**src/rtl/parity_tx_seq_pkg.sv**
```systemverilog
// Shared state encoding, default sizes and parity helpers for the
// parity_tx_seq serializer.
package parity_pkg;

  localparam int DATA_W_DEF = 8;
  localparam int CNT_W_DEF  = 16;

  typedef enum logic [1:0] {
    IDLE = 2'd0,
    DATA = 2'd1,
    PAR  = 2'd2
  } state_e;

  // Running even parity: fold one more bit into the accumulator.
  function automatic logic par_step(input logic acc, input logic b);
    return acc ^ b;
  endfunction

  // Final parity bit sent on the wire; odd parity is the inverted even parity.
  function automatic logic par_final(input logic acc, input logic odd);
    return acc ^ odd;
  endfunction

endpackage

```
**src/rtl/parity_tx_seq_if.sv**
```systemverilog
// Parallel-in / serial-out handshake bundle for parity_tx_seq.
// The master side drives words and consumes beats; the slave side is the serializer.
interface parity_tx_seq_if import parity_pkg::*; #(
  parameter int DATA_W = DATA_W_DEF,
  parameter int CNT_W  = CNT_W_DEF
);

  logic              in_valid;
  logic [DATA_W-1:0] in_data;
  logic              in_ready;
  logic              ser_valid;
  logic              ser_data;
  logic              ser_last;
  logic              ser_ready;
  logic              done;
  logic [CNT_W-1:0]  frame_cnt;

  modport master (
    output in_valid,
    output in_data,
    output ser_ready,
    input  in_ready,
    input  ser_valid,
    input  ser_data,
    input  ser_last,
    input  done,
    input  frame_cnt
  );

  modport slave (
    input  in_valid,
    input  in_data,
    input  ser_ready,
    output in_ready,
    output ser_valid,
    output ser_data,
    output ser_last,
    output done,
    output frame_cnt
  );

endinterface

```
**src/rtl/parity_bit_acc.sv**
```systemverilog
// One-bit parity accumulator: clear wins over enable, otherwise the value holds.
module parity_bit_acc import parity_pkg::*; (
  input  logic clk,
  input  logic rst_n,
  input  logic i_clear,
  input  logic i_enable,
  input  logic i_bit,
  output logic o_acc
);

  logic r_acc;

  // Accumulator register.
  always_ff @(posedge clk or negedge rst_n) begin
    if (!rst_n) begin
      r_acc <= 1'b0;
    end else if (i_clear) begin
      r_acc <= 1'b0;
    end else if (i_enable) begin
      r_acc <= par_step(r_acc, i_bit);
    end else begin
      r_acc <= r_acc;
    end
  end

  assign o_acc = r_acc;

endmodule

```
**src/rtl/parity_tx_seq.sv**
```systemverilog
// Serializes a DATA_W word MSB-first followed by a parity beat, counting frames.
// Define PARITY_TX_ODD_EN to send odd parity instead of even parity.
module parity_tx_seq import parity_pkg::*; #(
  parameter int DATA_W = DATA_W_DEF,
  parameter int CNT_W  = CNT_W_DEF
) (
  input  logic             clk,
  input  logic             rst_n,
  parity_tx_seq_if.slave   bus
);

  localparam int              BC_W     = $clog2(DATA_W);
  localparam logic [BC_W-1:0] LAST_BIT = BC_W'(DATA_W - 1);

`ifdef PARITY_TX_ODD_EN
  localparam logic ODD_PAR = 1'b1;
`else
  localparam logic ODD_PAR = 1'b0;
`endif

  state_e            r_state;
  logic [DATA_W-1:0] r_shift;
  logic [BC_W-1:0]   r_bit_cnt;
  logic              r_in_ready;
  logic              r_ser_valid;
  logic              r_ser_data;
  logic              r_ser_last;
  logic              r_done;
  logic [CNT_W-1:0]  r_frame_cnt;

  logic w_take;
  logic w_beat;
  logic w_acc;
  logic w_cur_bit;

  assign w_take    = r_in_ready & bus.in_valid;
  assign w_beat    = (r_state == DATA) & bus.ser_ready;
  assign w_cur_bit = r_shift[DATA_W-1];

  parity_bit_acc u_acc (
    .clk      (clk),
    .rst_n    (rst_n),
    .i_clear  (w_take),
    .i_enable (w_beat),
    .i_bit    (w_cur_bit),
    .o_acc    (w_acc)
  );

  // Frame sequencer with registered handshake and serial outputs.
  always_ff @(posedge clk or negedge rst_n) begin
    if (!rst_n) begin
      r_state     <= IDLE;
      r_shift     <= {DATA_W{1'b0}};
      r_bit_cnt   <= {BC_W{1'b0}};
      r_in_ready  <= 1'b1;
      r_ser_valid <= 1'b0;
      r_ser_data  <= 1'b0;
      r_ser_last  <= 1'b0;
      r_done      <= 1'b0;
      r_frame_cnt <= {CNT_W{1'b0}};
    end else begin
      r_done <= 1'b0;
      case (r_state)
        IDLE: begin
          if (w_take) begin
            r_state     <= DATA;
            r_shift     <= bus.in_data;
            r_bit_cnt   <= {BC_W{1'b0}};
            r_in_ready  <= 1'b0;
            r_ser_valid <= 1'b1;
            r_ser_data  <= bus.in_data[DATA_W-1];
            r_ser_last  <= 1'b0;
          end
        end
        DATA: begin
          if (bus.ser_ready) begin
            r_shift   <= {r_shift[DATA_W-2:0], 1'b0};
            r_bit_cnt <= r_bit_cnt + BC_W'(1);
            if (r_bit_cnt == LAST_BIT) begin
              // The accumulator only sees this last bit next cycle, so fold it in here.
              r_state    <= PAR;
              r_ser_data <= par_final(par_step(w_acc, w_cur_bit), ODD_PAR);
              r_ser_last <= 1'b1;
            end else begin
              r_ser_data <= r_shift[DATA_W-2];
            end
          end
        end
        PAR: begin
          if (bus.ser_ready) begin
            r_state     <= IDLE;
            r_in_ready  <= 1'b1;
            r_ser_valid <= 1'b0;
            r_ser_data  <= 1'b0;
            r_ser_last  <= 1'b0;
            r_done      <= 1'b1;
            r_frame_cnt <= r_frame_cnt + CNT_W'(1);
          end
        end
        default: begin
          r_state     <= IDLE;
          r_in_ready  <= 1'b1;
          r_ser_valid <= 1'b0;
          r_ser_data  <= 1'b0;
          r_ser_last  <= 1'b0;
        end
      endcase
    end
  end

  assign bus.in_ready  = r_in_ready;
  assign bus.ser_valid = r_ser_valid;
  assign bus.ser_data  = r_ser_data;
  assign bus.ser_last  = r_ser_last;
  assign bus.done      = r_done;
  assign bus.frame_cnt = r_frame_cnt;

endmodule
```
**src/flat_wrapper.sv**
```systemverilog
// flat-port wrapper written by rule: the top's interface ports become plain ports
module parity_tx_seq_flat import parity_pkg::*;
#(
  parameter int DATA_W = DATA_W_DEF,
  parameter int CNT_W  = CNT_W_DEF
)
  (clk, rst_n, bus_in_valid, bus_in_data, bus_ser_ready, bus_in_ready, bus_ser_valid, bus_ser_data, bus_ser_last, bus_done, bus_frame_cnt);
  parity_tx_seq_if #(.DATA_W(DATA_W), .CNT_W(CNT_W)) bus_i ();
  input  logic clk;
  input  logic rst_n;
  input wire logic [$bits(bus_i.in_valid)-1:0] bus_in_valid;
  input wire logic [$bits(bus_i.in_data)-1:0] bus_in_data;
  input wire logic [$bits(bus_i.ser_ready)-1:0] bus_ser_ready;
  output wire logic [$bits(bus_i.in_ready)-1:0] bus_in_ready;
  output wire logic [$bits(bus_i.ser_valid)-1:0] bus_ser_valid;
  output wire logic [$bits(bus_i.ser_data)-1:0] bus_ser_data;
  output wire logic [$bits(bus_i.ser_last)-1:0] bus_ser_last;
  output wire logic [$bits(bus_i.done)-1:0] bus_done;
  output wire logic [$bits(bus_i.frame_cnt)-1:0] bus_frame_cnt;
  assign bus_i.in_valid = bus_in_valid;
  assign bus_i.in_data = bus_in_data;
  assign bus_i.ser_ready = bus_ser_ready;
  assign bus_in_ready = bus_i.in_ready;
  assign bus_ser_valid = bus_i.ser_valid;
  assign bus_ser_data = bus_i.ser_data;
  assign bus_ser_last = bus_i.ser_last;
  assign bus_done = bus_i.done;
  assign bus_frame_cnt = bus_i.frame_cnt;
  parity_tx_seq #(.DATA_W(DATA_W), .CNT_W(CNT_W)) u_core (.clk(clk), .rst_n(rst_n), .bus(bus_i));
endmodule
```
**config.mk**
```make
export PLATFORM = sky130hd
export DESIGN_NAME = parity_tx_seq_flat
export DESIGN_NICKNAME = d
export VERILOG_FILES = /design/src/rtl/parity_tx_seq_pkg.sv /design/src/rtl/parity_tx_seq_if.sv /design/src/rtl/parity_bit_acc.sv /design/src/rtl/parity_tx_seq.sv /design/src/flat_wrapper.sv
export SDC_FILE = /design/constraint.sdc
export NUM_CORES = 1
export LEC_CHECK = 0
export CAP_MARGIN = 20
export CORE_MARGIN = 3
export CORE_UTILIZATION = 50
export CTS_BUF_LIST = sky130_fd_sc_hd__clkbuf_2
export CTS_CLUSTER_DIAMETER = 50
export DETAILED_ROUTE_END_ITERATION = 10
export MAX_ROUTING_LAYER = met4
export PLACE_DENSITY = 0.8
export RECOVER_POWER = 100
export SYNTH_ARGS = -nofsm -noshare
export SYNTH_HDL_FRONTEND = slang
export SYNTH_SLANG_ARGS = --single-unit
```
**constraint.sdc**
```tcl
create_clock -name clk -period 3.9 [get_ports clk]
set_input_delay 0.78 -clock clk [delete_from_list [all_inputs] [get_ports clk]]
set_output_delay 0.78 -clock clk [all_outputs]
set_load 0.02 [all_outputs]
```
### PDN straps and rails, run 1

The bar under the picture is 20 um long. Pins as bars on the die edge.
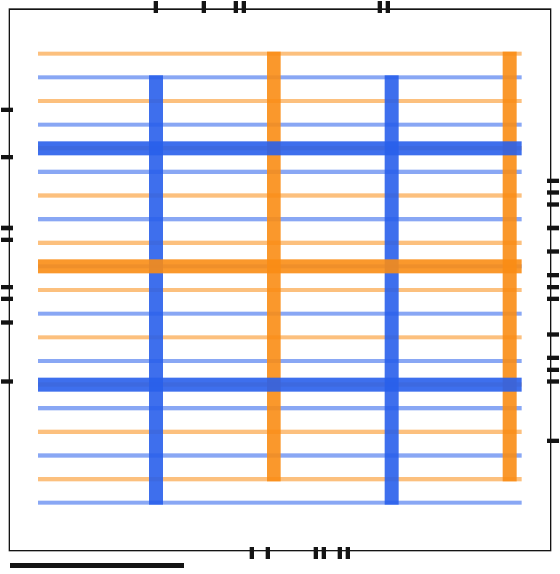
- VDD: orange
- VSS: blue
- met1 rails: 20
- met4 straps: 4
- rows: 19
Peak VDD IR: 0.000292 V
die height: 62.2 um
CORE AREA: 2880 um^2

### Placement by cell class, run 1

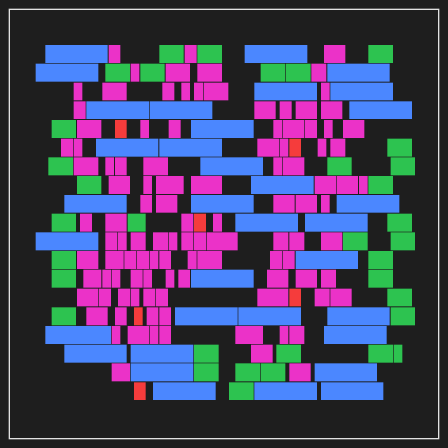
- all other logic: magenta (cells 109)
- clock drivers and dummy loads: red (cells 6)
- flip-flops: blue (cells 34)
- other buffers and delay cells: green (cells 34)
# rows: 19
post-layout utilization of the core: 68.2%
flop share of the area: 43.4%
Design Area, Final: 1960 um^2

### Clock distribution, run 1

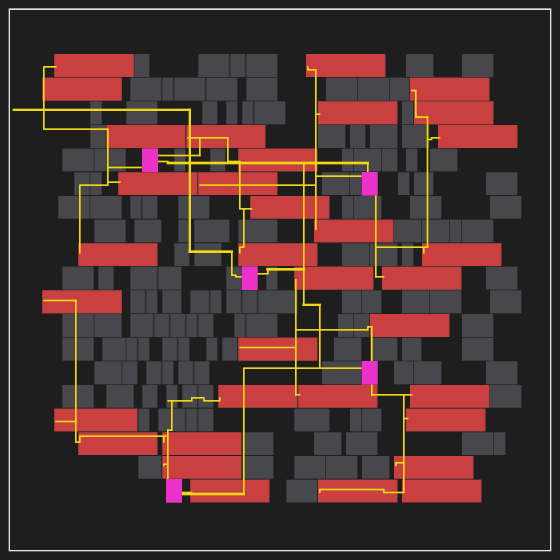
- cells driving clock nets: magenta (count 5)
- flip-flops: red (count 34)
- clock wires: yellow (length 410 um)
- routed clock nets: 6
- flops lie: widely spread
clock share of power: 14.9%
Clk Latency, worst-skew pair: 0.36 ns
clk pwr: 0.141 mW
Final Skew: 0.0177 ns

### Wiring by layer, run 1

The bar under the picture is 20 um long.
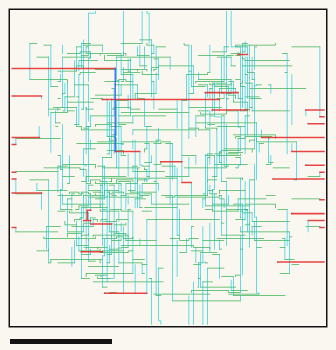
- met2: cyan (wire length 1530 um)
- met1: green (wire length 1260 um)
- met3: red (wire length 170 um)
- met4: blue (wire length 16.3 um)

==> results.json, run 1 <==
{
  "status": "complete, but fails checks",
  "violations": "capacitance limit, slew limit",
  "finalSetupViolCount": 0,
  "drt_iter0_markers": 26,
  "ys_sh_aoi_pct": 10.4,
  "cap_violations": 1,
  "wl_mm": 2.97,
  "slew_viol_final": 35,
  "hold_start": "u_core.bus.frame_cnt[15]",
  "ys_warn_count": 0,
  "power.share.combinational_pct": 31.6,
  "grt_max_degree": 35,
  "top_logic_kind": "simple AND/OR/NAND/NOR gates",
  "fillerInstances": 227,
  "reg2reg_to": "u_core.bus.ser_data",
  "cts_tree": "built",
  "mi_logic_area_um2": 671,
  "path_cells": "dlygate4sd3_1 > and4b_1 > and4_1 > or3b_1 > xnor2_1",
  "dp.cells": 219,
  "comb_cell_power_mw": 0.300,
  "crit_type": "in -> reg",
  "drive_gt1_share_pct": 4.92,
  "syn_inst": 149,
  "buffer_area_share_pct": 16.9,
  "period_used_pct": 62.3,
  "dp_hpwl_mm": 2.19,
  "worst_slack_ns": 1.47
}
==> run 2: changes to the inputs <==
--- a/config.mk
+++ b/config.mk
@@ -7,12 +7,12 @@
 export LEC_CHECK = 0
 export CAP_MARGIN = 20
 export CORE_MARGIN = 3
-export CORE_UTILIZATION = 50
+export CORE_UTILIZATION = 47
 export CTS_BUF_LIST = sky130_fd_sc_hd__clkbuf_2
 export CTS_CLUSTER_DIAMETER = 50
 export DETAILED_ROUTE_END_ITERATION = 10
 export MAX_ROUTING_LAYER = met4
-export PLACE_DENSITY = 0.8
+export PLACE_DENSITY = 0.79
 export RECOVER_POWER = 100
 export SYNTH_ARGS = -nofsm -noshare
 export SYNTH_HDL_FRONTEND = slang
==> constraint.sdc (replaced) <==
create_clock -name clk -period 2.2 [get_ports clk]
set_input_delay 0.44 -clock clk [delete_from_list [all_inputs] [get_ports clk]]
set_output_delay 0.44 -clock clk [all_outputs]
set_load 0.02 [all_outputs]
### Clock distribution, run 2

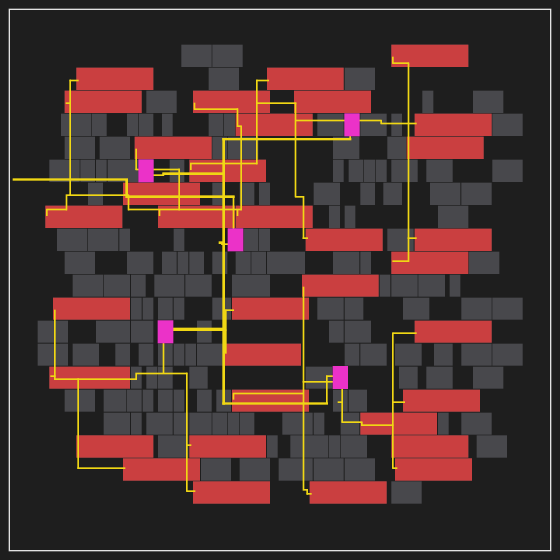
- clock wires: yellow (length 420 um)
- cells driving clock nets: magenta (count 5)
- flip-flops: red (count 34)
- routed clock nets: 6
- flops lie: widely spread

==> run 2 against run 1 <==
Against the previous run:
- the flow now finishes without violations
- global-route usage is 0.60 points lower
- worst setup slack worse by 1.3 ns
- first-iteration DRC count is 100% higher
- critical endpoint is now bus_ser_last
==> results.json, run 2 <==
{
  "status": "complete, no violations",
  "row_count": 20,
  "dp_hpwl_mm": 2.23,
  "fillerInstances": 267,
  "die_y_um": 63.9,
  "mi_logic_area_um2": 671,
  "ys_warn_count": 0,
  "crit_type": "reg -> out",
  "top_logic_kind": "simple AND/OR/NAND/NOR gates",
  "period_used_pct": 94.1,
  "ys_sh_aoi_pct": 10.4,
  "worst_slack_ns": 0.129,
  "syn_inst": 149,
  "comb_cell_power_mw": 0.533,
  "dp.cells": 226,
  "core_area_um2": 3130,
  "grt_max_degree": 17,
  "cts_tree": "built",
  "p_clk_mw": 0.278,
  "peakVddDrop_v": 0.000489
}
### Routing congestion, run 2

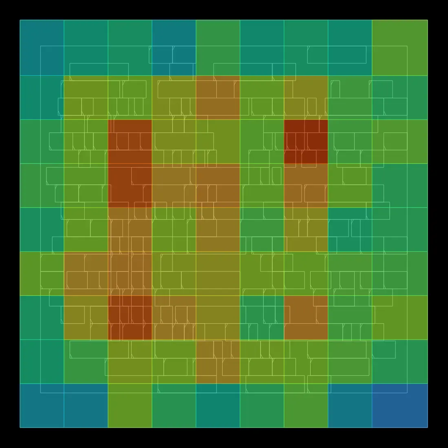
gr usage total: 16.8%
post-layout utilization of the core: 63.5%
WL/cell: 12.8 um
met3 Use GR: 5.10%
GR Util met2: 27.7%

==> run 3: changes to the inputs <==
--- a/config.mk
+++ b/config.mk
@@ -6,8 +6,10 @@
 export NUM_CORES = 1
 export LEC_CHECK = 0
 export CAP_MARGIN = 20
+export CELL_PAD_IN_SITES_DETAIL_PLACEMENT = 0
+export CELL_PAD_IN_SITES_GLOBAL_PLACEMENT = 1
 export CORE_MARGIN = 3
-export CORE_UTILIZATION = 47
+export CORE_UTILIZATION = 36
 export CTS_BUF_LIST = sky130_fd_sc_hd__clkbuf_2
 export CTS_CLUSTER_DIAMETER = 50
 export DETAILED_ROUTE_END_ITERATION = 10
### Wiring by layer, run 3

The bar under the picture is 20 um long.
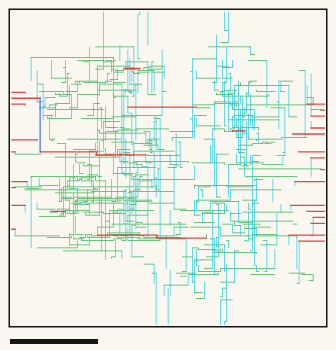
- met1: green (wire length 1430 um)
- met2: cyan (wire length 1370 um)
- met4: blue (wire length 12.2 um)
- met3: red (wire length 167 um)
WL/cell: 12.5 um
DR vias: 1189
final wirelength: 2.98 mm
gr usage total: 13.1%

==> run 3 against run 2 <==
Against the previous run:
- first-iteration DRC count up 40%
- sequential share of layout area shrank 0.11 points
- design area up 0.25%
- critical path depth unchanged
- global-route usage is 3.7 points lower
- synthesized area did not move
- non-clock buffer count unchanged
- routed wire length shrank 0.33%
- synthesized cell count is the same
- critical path type unchanged
- critical endpoint is now bus_in_ready
==> results.json, run 3 <==
{
  "htree_levels": 2,
  "clkbuf_count": 5,
  "peakVddDrop_v": 0.000366,
  "worst_slack_ns": 0.113,
  "clkCellAreaFrac_pct": 1.44,
  "fmax_mhz": 479,
  "dp_hpwl_mm": 2.18,
  "gp_congestion": 0.732,
  "drt_iter0_markers": 74,
  "fillerInstances": 373,
  "mi_logic_area_um2": 671,
  "top_logic_kind": "simple AND/OR/NAND/NOR gates",
  "cts_setup_buffers": 0,
  "crit_path_end_kind": "output port",
  "lay_top_count": "dfrtp_1",
  "row_count": 23,
  "met2_usage_pct": 19.6,
  "critPathMaxFanout": 7,
  "seqPwrFrac_pct": 51.1,
  "die_y_um": 72.2,
  "cts_tree": "built",
  "utilization_pct": 48.4,
  "ys_sh_aoi_pct": 10.4,
  "crit_type": "reg -> out",
  "grt_max_degree": 35,
  "period_used_pct": 94.8,
  "numSynthFlops": 34,
  "top_cell": "dfrtp_1",
  "ys_warn_count": 0,
  "status": "complete, no violations",
  "comb_cell_power_mw": 0.574,
  "core_area_um2": 4120,
  "dp.cells": 232
}
### Clock distribution, run 3

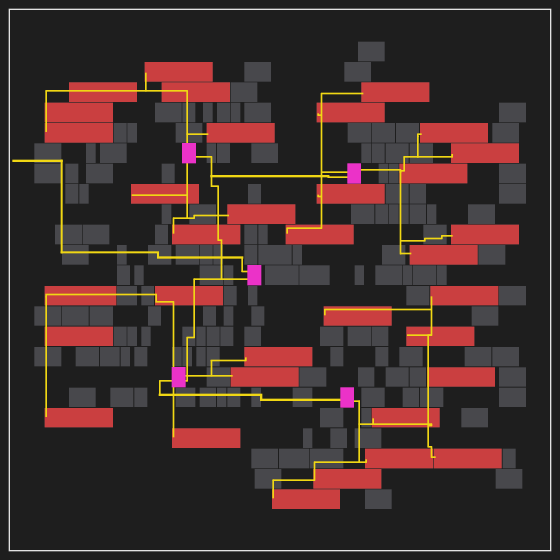
- clock wires: yellow (length 426 um)
- flip-flops: red (count 34)
- cells driving clock nets: magenta (count 5)
- flops lie: widely spread
Final Skew: 0.0165 ns
clk pwr: 0.254 mW
Clk Latency, worst-skew pair: 0.37 ns

No activity file was given, so power comes from the tool's default toggle rates.
